==> run_1/util_map.png <==
12 x 12 tiles, from white (low) to dark blue (high), 0 to 100% covered.
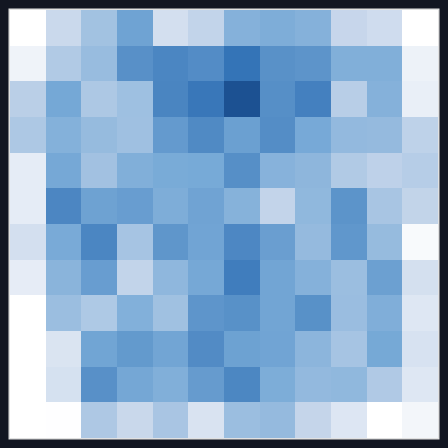
==> run_1/congestion_map.png <==
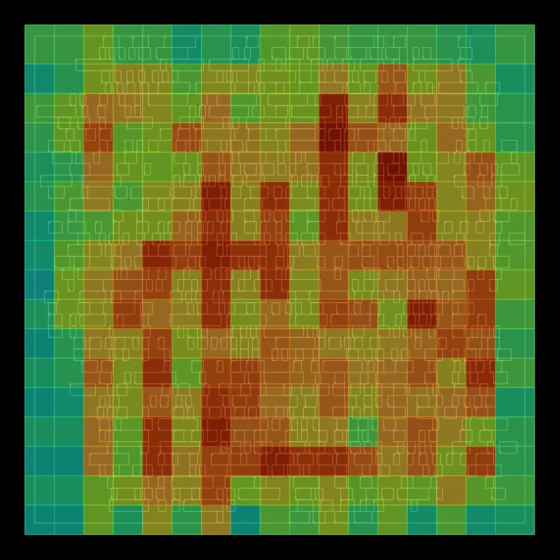
==> run_1/m2.png <==
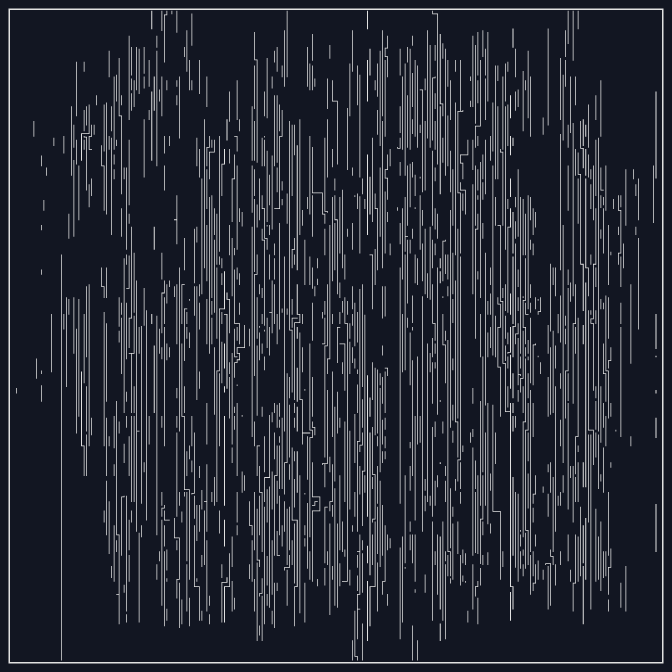
--- config.mk ---
export PLATFORM = sky130hd
export DESIGN_NAME = hazard_ctrl
export DESIGN_NICKNAME = d
export VERILOG_FILES = /design/src/rtl/hazard_ctrl_pkg.sv /design/src/rtl/reg_scoreboard.sv /design/src/rtl/hazard_ctrl.sv
export SDC_FILE = /design/constraint.sdc
export NUM_CORES = 1
export LEC_CHECK = 0
export ABC_AREA = 1
export CAP_MARGIN = 40
export CELL_PAD_IN_SITES_DETAIL_PLACEMENT = 1
export CELL_PAD_IN_SITES_GLOBAL_PLACEMENT = 1
export CORE_MARGIN = 2
export CORE_UTILIZATION = 28
export CTS_CLUSTER_SIZE = 10
export DETAILED_ROUTE_END_ITERATION = 10
export GPL_ROUTABILITY_DRIVEN = 0
export GPL_TIMING_DRIVEN = 1
export PLACE_DENSITY_LB_ADDON = 0.1
export SYNTH_ARGS = -nofsm -noshare
export SYNTH_HDL_FRONTEND = slang
export SYNTH_SLANG_ARGS = --single-unit
--- constraint.sdc ---
create_clock -name clk -period 2.5 [get_ports clk]
set_input_delay 0.375 -clock clk [delete_from_list [all_inputs] [get_ports clk]]
set_output_delay 0.375 -clock clk [all_outputs]
set_load 0.1 [all_outputs]
--- src/rtl/hazard_ctrl_pkg.sv ---
// Shared parameters, widths and FSM encoding for the hazard controller and its scoreboard.
package hazard_ctrl_pkg;

  localparam int REG_ADDR_LEN = 5;
  localparam int WIDTH        = 32;
  localparam int FLUSH_CYCLES = 2;
  localparam int FLUSH_CNT_W  = 3;

  typedef enum logic [1:0] {
    RUN   = 2'd0,
    FLUSH = 2'd1,
    HALT  = 2'd2
  } state_e;

endpackage

--- src/rtl/reg_scoreboard.sv ---
// Per-register pending-write scoreboard with an outstanding-write counter.
// Register 0 is hard-wired to never be pending.
module reg_scoreboard
  import hazard_ctrl_pkg::*;
#(
  parameter int REG_ADDR_LEN = hazard_ctrl_pkg::REG_ADDR_LEN
) (
  input  logic                    clk,
  input  logic                    rst_n,
  input  logic                    set_en,
  input  logic [REG_ADDR_LEN-1:0] set_addr,
  input  logic                    clr_en,
  input  logic [REG_ADDR_LEN-1:0] clr_addr,
  input  logic [REG_ADDR_LEN-1:0] src1_addr,
  input  logic [REG_ADDR_LEN-1:0] src2_addr,
  input  logic [REG_ADDR_LEN-1:0] dst_addr,
  output logic                    src1_pend,
  output logic                    src2_pend,
  output logic                    dst_pend,
  output logic [REG_ADDR_LEN:0]   inflight
);

  localparam int NREG = 1 << REG_ADDR_LEN;

  logic [NREG-1:0]       pend_q;
  logic [NREG-1:0]       pend_d;
  logic [REG_ADDR_LEN:0] inflight_q;
  logic                  set_v;
  logic                  clr_v;
  logic                  set_new;

  always_comb begin
    set_v   = set_en && (set_addr != '0);
    clr_v   = clr_en && pend_q[clr_addr];
    // A set only adds to the count if the bit was free or is being freed this cycle.
    set_new = set_v && (!pend_q[set_addr] || (clr_v && (clr_addr == set_addr)));
    pend_d  = pend_q;
    if (clr_v) pend_d[clr_addr] = 1'b0;
    if (set_v) pend_d[set_addr] = 1'b1;
    pend_d[0] = 1'b0;
  end

  always_ff @(posedge clk or negedge rst_n) begin
    if (!rst_n) begin
      pend_q     <= '0;
      inflight_q <= '0;
    end else begin
      pend_q <= pend_d;
      case ({set_new, clr_v})
        2'b10:   inflight_q <= inflight_q + 1'b1;
        2'b01:   inflight_q <= inflight_q - 1'b1;
        default: inflight_q <= inflight_q;
      endcase
    end
  end

  assign src1_pend = pend_q[src1_addr];
  assign src2_pend = pend_q[src2_addr];
  assign dst_pend  = pend_q[dst_addr];
  assign inflight  = inflight_q;

endmodule

--- src/rtl/hazard_ctrl.sv ---
// Pipeline hazard controller: RAW/WAW stall, branch flush and HALT sequencing.
// Optional macro WB_BYPASS_EN lets a source issue in the same cycle as its writeback.
module hazard_ctrl
  import hazard_ctrl_pkg::*;
#(
  parameter int REG_ADDR_LEN = hazard_ctrl_pkg::REG_ADDR_LEN,
  parameter int FLUSH_CYCLES = hazard_ctrl_pkg::FLUSH_CYCLES
) (
  input  logic                    clk,
  input  logic                    rst_n,
  input  logic                    id_valid,
  input  logic                    src1_en,
  input  logic                    src2_en,
  input  logic [REG_ADDR_LEN-1:0] src1_addr,
  input  logic [REG_ADDR_LEN-1:0] src2_addr,
  input  logic                    dst_en,
  input  logic [REG_ADDR_LEN-1:0] dst_addr,
  input  logic                    id_halt,
  input  logic                    br_taken,
  input  logic                    wb_en,
  input  logic [REG_ADDR_LEN-1:0] wb_addr,
  output logic                    is_stall,
  output logic                    is_flush,
  output logic                    issue,
  output logic                    halted,
  output logic [REG_ADDR_LEN:0]   inflight
);

  localparam logic [FLUSH_CNT_W-1:0] CNT_LOAD = FLUSH_CNT_W'(FLUSH_CYCLES - 1);
  localparam logic [FLUSH_CNT_W-1:0] CNT_ONE  = FLUSH_CNT_W'(1);

  state_e                 state_q;
  state_e                 state_d;
  logic [FLUSH_CNT_W-1:0] cnt_q;
  logic [FLUSH_CNT_W-1:0] cnt_d;
  logic                   src1_pend;
  logic                   src2_pend;
  logic                   dst_pend;
  logic                   src1_byp;
  logic                   src2_byp;
  logic                   hazard;
  logic                   stall_c;
  logic                   flush_c;
  logic                   issue_c;
  logic                   halted_c;

  reg_scoreboard #(
    .REG_ADDR_LEN(REG_ADDR_LEN)
  ) u_sb (
    .clk      (clk),
    .rst_n    (rst_n),
    .set_en   (issue_c && dst_en),
    .set_addr (dst_addr),
    .clr_en   (wb_en),
    .clr_addr (wb_addr),
    .src1_addr(src1_addr),
    .src2_addr(src2_addr),
    .dst_addr (dst_addr),
    .src1_pend(src1_pend),
    .src2_pend(src2_pend),
    .dst_pend (dst_pend),
    .inflight (inflight)
  );

`ifdef WB_BYPASS_EN
  assign src1_byp = wb_en && (wb_addr == src1_addr);
  assign src2_byp = wb_en && (wb_addr == src2_addr);
`else
  assign src1_byp = 1'b0;
  assign src2_byp = 1'b0;
`endif

  // WAW always looks at the registered bit; only sources may use the bypass.
  assign hazard = id_valid && ((src1_en && src1_pend && !src1_byp) ||
                               (src2_en && src2_pend && !src2_byp) ||
                               (dst_en && dst_pend));

  always_comb begin
    state_d  = state_q;
    cnt_d    = cnt_q;
    stall_c  = 1'b0;
    flush_c  = 1'b0;
    issue_c  = 1'b0;
    halted_c = 1'b0;
    case (state_q)
      RUN: begin
        if (br_taken) begin
          state_d = FLUSH;
          cnt_d   = CNT_LOAD;
          flush_c = 1'b1;
        end else begin
          stall_c = hazard;
          issue_c = id_valid && !hazard;
          if (issue_c && id_halt) state_d = HALT;
        end
      end
      FLUSH: begin
        flush_c = 1'b1;
        if (br_taken) begin
          cnt_d = CNT_LOAD;
        end else if (cnt_q <= CNT_ONE) begin
          cnt_d   = '0;
          state_d = RUN;
        end else begin
          cnt_d = cnt_q - 1'b1;
        end
      end
      HALT: begin
        halted_c = 1'b1;
        stall_c  = 1'b1;
      end
      default: state_d = RUN;
    endcase
  end

  always_ff @(posedge clk or negedge rst_n) begin
    if (!rst_n) begin
      state_q <= RUN;
      cnt_q   <= '0;
    end else begin
      state_q <= state_d;
      cnt_q   <= cnt_d;
    end
  end

  // Outputs are forced low for the whole time reset is held.
  assign is_stall = rst_n && stall_c;
  assign is_flush = rst_n && flush_c;
  assign issue    = rst_n && issue_c;
  assign halted   = rst_n && halted_c;

endmodule

==> impl_metrics.json, run 1 <==
{
  "die_h_um": 120,
  "critPathKind": "in -> reg",
  "reg2reg_slack_ns": -0.42,
  "post_cts_buffers": 21,
  "p_total_mw": 3.68,
  "fin_skew_ns": 0.00829,
  "wl_um": 18400,
  "top_cell": "nand2_1",
  "ff_type": "dfrtp_1",
  "r2r-end": "u_sb.inflight[4]",
  "edf_count": 0,
  "die-area_sq_um": 14300,
  "highest_layer": "met4",
  "top_area_share_pct": 28.1,
  "ys_chip_area_sq_um": 3740,
  "reg2reg_depth": 21,
  "cts_made_buffers": 5,
  "syn-num-nets": 661,
  "num-nonclk-buffers": 187,
  "critPathLaunch": "wb_addr[2]",
  "ys_sh_xor_pct": 2.11,
  "ys_sh_aoi_pct": 14.8,
  "track_usage_pct": 25.9,
  "violations": "negative setup slack",
  "status": "complete, but fails checks",
  "cts_max_level": 2,
  "setup_viol_count_final": 6,
  "area_leaders": "dfrtp_1 28%, nand2_1 20%, inv_1 7.2%",
  "seq-cell-share_pct": 17.7,
  "grt_overflow": 0,
  "die_w_um": 120,
  "crit_arrival_ns": 3.13,
  "leakage_nw": 2.92,
  "dr.first_iter.drc_count": 271,
  "common_cells": "201 x nand2_1, 72 x inv_1, 55 x nor2_1, 54 x nand3_1, 42 x dfrtp_1",
  "pre_cts_ws_ns": -1.05,
  "layout_top_cell": "nand2_1",
  "critPathLaunchType": "input port",
  "flop_area_sq_um": 1060,
  "setup_slack_ns": -0.458,
  "relSlewSlack_pct": 76.0,
  "async_reset_ff_share_pct": 100,
  "place_hpwl_um": 13500,
  "ir_worst_vdd_uv": 349,
  "maxCapViolCount": 0,
  "maxSlewViolCount": 0,
  "cts_tree": "yes",
  "fill_cells": 1700,
  "comb_share_pct": 43.1,
  "ios": 39,
  "path_max_fanout": 4,
  "crit_chain": "clkdlybuf4s50_1 -> buf_4 -> nor3_2 -> o21ai_1 -> nand2_1 -> nor2_2 -> a21boi_2 -> ha_4 -> xnor2_4 -> inv_2 -> ha_4 -> nor2_4 -> inv_2 -> a21oi_2 -> o21ai_2 -> xor2_1 -> o21ai_1",
  "timing.rr.start": "u_sb.pend_q[6]",
  "post_cts.resized_instances": 90,
  "syn_inst": 627,
  "worst_slew_pin_slew_ns": 0.360,
  "placement.io_buffers": 38,
  "clockRootBuffer": "clkbuf_16",
  "synth_area_sq_um": 3740,
  "cts_sinks": 42,
  "antenna_found_initial": 0,
  "hp-class": "in -> async",
  "via_count": 4997,
  "hold_violations": 0,
  "avgSynthCellArea_sq_um": 5.96,
  "final_antenna_net_count": 0,
  "grt_pass1_vias": 5396,
  "hold_buffers": 0,
  "placed_area_sq_um": 5270,
  "taps": 176,
  "logic_gates": 483,
  "first_pass_iters": 4,
  "comb_area_sq_um": 2590,
  "ys_seq_share_pct": 28.1,
  "clock_tree.buffer_depth": 2,
  "finalNetCount": 832,
  "fmax_ghz": 0.338,
  "wl_met1_um": 8120,
  "top_logic_kind": "simple AND/OR/NAND/NOR gates",
  "top_area_cell": "dfrtp_1",
  "route.met3.wl_um": 842,
  "critPathMaxStageDelay_ns": 0.45
}
About util_map.png:
fullest tile: 87%
emptiest ninth of the die: lower left
nearly empty tiles: 5.6%
densest ninth of the die: top center
mean over tiles: 40%
Core Util at FP: 28.5%
post-layout util: 45.6%
Core Region: 13100 sq um

About congestion_map.png:
met3 Resource Use GR: 4.33%
gr busiest metal: met2
met2 GRT Util: 45.0%
grt met1 use: 32.6%
Wirelength per Cell: 18.8 um

About m2.png:
share of all routed wire: 49%
wire length on this layer: 8960 um
longest straight run: 74.3 um
main direction: vertical

run 1: power breakdown:
part	switching (mW)	internal [mW]
clock network	0.289	0.397
registers	0.189	0.816
logic	1.21	0.777
total	1.69	1.99
run 1: metrics by stage:
step	hold slack, ns	setup TNS, ns	std cells
after CTS	0.0810	-1.60	971
after global routing	0.107	-2.69	975
after detailed placement	0.393	-12.25	940
after floorplan	0.0794	-0.902	627
after global placement	0.393	-9.51	940
final	0.0685	-1.77	975
run 1: state kept, by name, summed over array words and instances (netlist names):
signal	count
cnt_q	3
state_q	2
u_sb.inflight	6
u_sb.pend_q	31
run 1: critical path, delay by kind of cell:
family          cells  cell delay [ns]
compound gates      5             0.72
xor+xnor            2             0.35
fa+ha+maj           2             0.40
buf+inv             4             0.75
simple gates        4             0.52
==> run 1 -> run 2 <==
Settings changed: CAP_MARGIN 40 to 10.
==> run_2/congestion_map.png <==
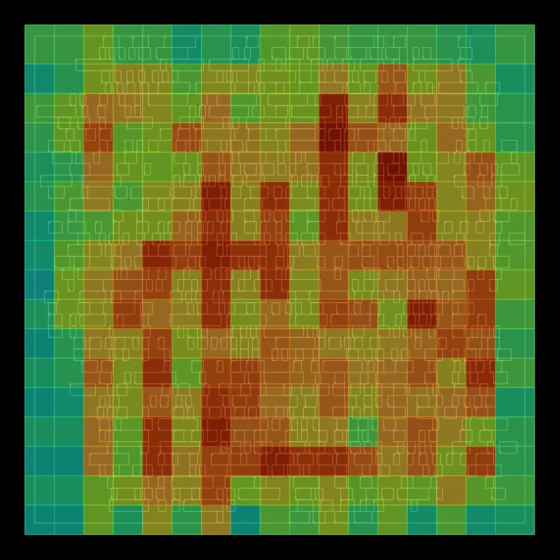
Total GRT Usage: 25.9%

==> run_2/m2.png <==
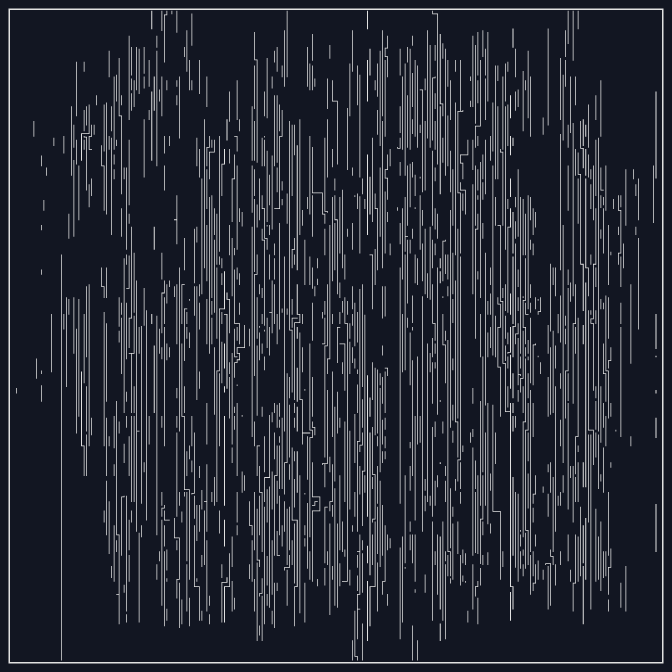
share of all routed wire: 49%
longest straight run: 74.3 um
wire length on this layer: 8960 um

==> run 2 against run 1 <==
The flow still finishes with violations (negative setup slack). Sequential power about the same. Die size unchanged. Synthesized cell count unchanged. Combinational power about the same. Clock-buffer cell count unchanged. Flip-flop count unchanged. Total power unchanged. Sequential share of layout area unchanged. Critical endpoint unchanged.
==> impl_metrics.json, run 2 <==
{
  "status": "complete, but fails checks",
  "violations": "negative setup slack",
  "flop_area_sq_um": 1060,
  "placed_area_sq_um": 5270,
  "ys_chip_area_sq_um": 3740,
  "area_leaders": "dfrtp_1 28%, nand2_1 20%, inv_1 7.2%",
  "fmax_ghz": 0.338,
  "grt_pass1_vias": 5396,
  "taps": 176,
  "setup_slack_ns": -0.458,
  "placement.io_buffers": 38,
  "top_cell": "nand2_1",
  "use_met3_pct": 4.33,
  "fin_cells": 975,
  "comb_area_sq_um": 2590,
  "fill_cells": 1700,
  "critPathMaxStageDelay_ns": 0.45,
  "cts_tree": "yes",
  "setup_viol_count_final": 6,
  "finalSetupTns_ns": -1.77,
  "p_seq_mw": 1.00,
  "crit_arrival_ns": 3.13,
  "grt_util_met2_pct": 45.0,
  "dp_cells": 940,
  "cts_made_buffers": 5,
  "relSlewSlack_pct": 76.0,
  "maxSlewViolCount": 0,
  "cpLargestDelayFamily": "buffers and inverters",
  "layout_top_cell": "nand2_1",
  "top_area_cell": "dfrtp_1",
  "avgSynthCellArea_sq_um": 5.96,
  "die-area_sq_um": 14300,
  "p_sw_share_pct": 45.9,
  "hold_ws_ns": 0.0685,
  "cts_sinks": 42,
  "clock_tree.buffer_depth": 2,
  "synth_area_sq_um": 3740,
  "r2r-end": "u_sb.inflight[4]",
  "timing.rr.start": "u_sb.pend_q[6]",
  "seq-cell-share_pct": 17.7,
  "largest_register_ffs": 31,
  "place_hpwl_um": 13500,
  "syn-num-nets": 661,
  "common_cells": "201 x nand2_1, 72 x inv_1, 55 x nor2_1, 54 x nand3_1, 42 x dfrtp_1",
  "dr.first_iter.drc_count": 271,
  "comb_share_pct": 43.1,
  "internal_power_mw": 1.99,
  "first_pass_iters": 4,
  "cts_max_level": 2,
  "p_comb_mw": 1.99,
  "leakage_nw": 2.92,
  "pre_cts_ws_ns": -1.05,
  "ff_type": "dfrtp_1",
  "crit_chain": "clkdlybuf4s50_1 -> buf_4 -> nor3_2 -> o21ai_1 -> nand2_1 -> nor2_2 -> a21boi_2 -> ha_4 -> xnor2_4 -> inv_2 -> ha_4 -> nor2_4 -> inv_2 -> a21oi_2 -> o21ai_2 -> xor2_1 -> o21ai_1",
  "die_w_um": 120,
  "antenna_found_initial": 0,
  "reg2reg_slack_ns": -0.42,
  "post_cts.resized_instances": 90,
  "hold_violations": 0,
  "worst_slew_pin_slew_ns": 0.360,
  "ir_worst_vdd_uv": 349,
  "top_area_share_pct": 28.1,
  "fp_util_pct": 28.5,
  "p_clk_share_pct": 18.7,
  "syn_inst": 627,
  "netSwitchingPower_mw": 1.69,
  "top_register": "u_sb.pend_q",
  "grt_overflow": 0,
  "top_usage_layer": "met2",
  "post_cts_buffers": 21,
  "seq_power_share_pct": 27.3
}
==> run 2: worst max-delay path by stage <==
stage	slack [ns]	end	from	cells after the start
floorplan	-0.24	u_sb.inflight[4]	dst_addr[1]	24
global placement	-0.91	u_sb.inflight[5]	src1_addr[0]	21
detailed placement	-1.05	u_sb.inflight[4]	src1_addr[0]	22
CTS	-0.37	u_sb.inflight[4]	u_sb.pend_q[6]	19
global route	-0.63	u_sb.inflight[4]	u_sb.pend_q[6]	23
finish	-0.46	u_sb.inflight[4]	wb_addr[2]	17
==> run 2: logic make-up (layout without fill, tap and decap cells) <==
group,Yosys count,count (layout),share of synthesized area (%)
simple gates,366,366,42.0
compound gates,103,103,14.8
fa+ha+maj,5,5,1.67
flops,42,42,28.1
xor+xnor,9,9,2.11
buf+inv,102,274,11.3
==> run 2 -> run 3 <==
Settings changed: GPL_TIMING_DRIVEN 1 to default.
==> run_3/gates.png <==
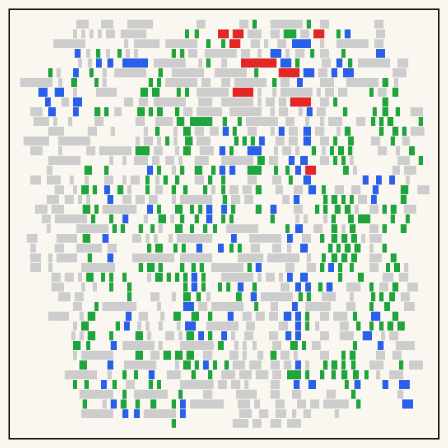
| color | family | cells | where |
|---|---|---|---|
| blue | aoi and oai cells | 103 | spread over the die |
| red | xor and xnor cells | 9 | top center |
| green | nand cells | 291 | spread over the die |

==> run_3/m2.png <==
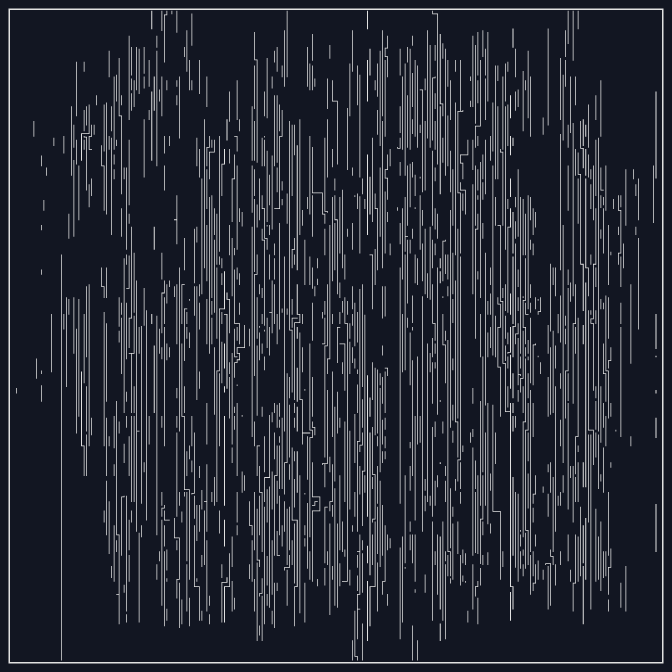
main direction: vertical
share of all routed wire: 49%
longest straight run: 74.3 um
DRT Wirelength: 18400 um
total number of vias: 4997

==> run 3 against run 2 <==
The run still ends with negative setup slack left. Maximum frequency did not move. Register-to-register slack hardly changed. Clock-buffer cell count unchanged. Combinational power hardly changed. Flip-flop count did not move. Area after synthesis stayed put. Global-route usage unchanged. Critical path depth stayed put. First-iteration DRC count is the same. Clock skew stayed put. Core utilization unchanged. Sequential share of layout area is the same. Largest power group unchanged.
==> impl_metrics.json, run 3 <==
{
  "status": "complete, but fails checks",
  "violations": "negative setup slack",
  "route.met3.wl_um": 842,
  "reg2reg_depth": 21,
  "maxPowerGroup": "combinational logic",
  "ys_sh_aoi_pct": 14.8,
  "place_hpwl_um": 13500,
  "r2r-end": "u_sb.inflight[4]",
  "layout_top_cell": "nand2_1",
  "flop_area_sq_um": 1060,
  "simple_gate_area_share_pct": 42.0,
  "async_reset_ff_share_pct": 100,
  "antenna_found_initial": 0,
  "top_usage_layer": "met2",
  "fmax_ghz": 0.338,
  "hold_ws_ns": 0.0685,
  "syn-num-nets": 661,
  "critPathKind": "in -> reg",
  "logic_gates": 483,
  "cpLargestDelayFamily": "buffers and inverters",
  "finalSetupTns_ns": -1.77,
  "fin_cells": 975,
  "cts_max_level": 2,
  "relSlewSlack_pct": 76.0,
  "die-area_sq_um": 14300,
  "setup_slack_ns": -0.458,
  "maxSlewViolCount": 0,
  "cts_sinks": 42,
  "grt_overflow": 0,
  "ys_sh_adder_pct": 1.67,
  "internal_power_mw": 1.99,
  "highest_layer": "met4",
  "clk-power_mw": 0.687,
  "track_usage_pct": 25.9,
  "seq_power_share_pct": 27.3,
  "seq-cell-share_pct": 17.7,
  "p_seq_mw": 1.00,
  "die_h_um": 120,
  "taps": 176,
  "top_cell": "nand2_1",
  "final_antenna_net_count": 0,
  "fp_util_pct": 28.5,
  "setup_viol_count_final": 6,
  "ys_sh_xor_pct": 2.11,
  "reg2reg_slack_ns": -0.42,
  "top_area_cell": "dfrtp_1",
  "p_clk_share_pct": 18.7,
  "ys_chip_area_sq_um": 3740,
  "wl_met1_um": 8120,
  "timing.rr.start": "u_sb.pend_q[6]",
  "crit_arrival_ns": 3.13,
  "critPathLaunchType": "input port",
  "dp_cells": 940,
  "common_cells": "201 x nand2_1, 72 x inv_1, 55 x nor2_1, 54 x nand3_1, 42 x dfrtp_1",
  "first_pass_iters": 4,
  "worst_slew_pin_slew_ns": 0.360,
  "netSwitchingPower_mw": 1.69,
  "crit_chain": "clkdlybuf4s50_1 -> buf_4 -> nor3_2 -> o21ai_1 -> nand2_1 -> nor2_2 -> a21boi_2 -> ha_4 -> xnor2_4 -> inv_2 -> ha_4 -> nor2_4 -> inv_2 -> a21oi_2 -> o21ai_2 -> xor2_1 -> o21ai_1",
  "ys_seq_share_pct": 28.1,
  "p_total_mw": 3.68,
  "grt_pass1_vias": 5396,
  "utilization_pct": 45.6,
  "dr.first_iter.drc_count": 271
}
[run 3: cell counts after synthesis]
No cell type changed its count.
[run 3: how the worst max path moves through the flow]
| stage | from | end | slack, ns | cells past startpoint |
|---|---|---|---|---|
| finish | wb_addr[2] | u_sb.inflight[4] | -0.46 | 17 |
| floorplan | dst_addr[1] | u_sb.inflight[4] | -0.24 | 24 |
| detailed placement | src1_addr[0] | u_sb.inflight[4] | -1.05 | 22 |
| CTS | u_sb.pend_q[6] | u_sb.inflight[4] | -0.37 | 19 |
| global placement | src1_addr[0] | u_sb.inflight[5] | -0.91 | 21 |
| global route | u_sb.pend_q[6] | u_sb.inflight[4] | -0.63 | 23 |
[run 3: repair_timing]
action	CTS	global route
endpoints found under the setup margin	8	8
resized	90	43
buffers inserted	21	5
pin swaps	23	27
gates cloned	4	0
Power figures rest on the tool's default switching activity, not on a simulated workload.
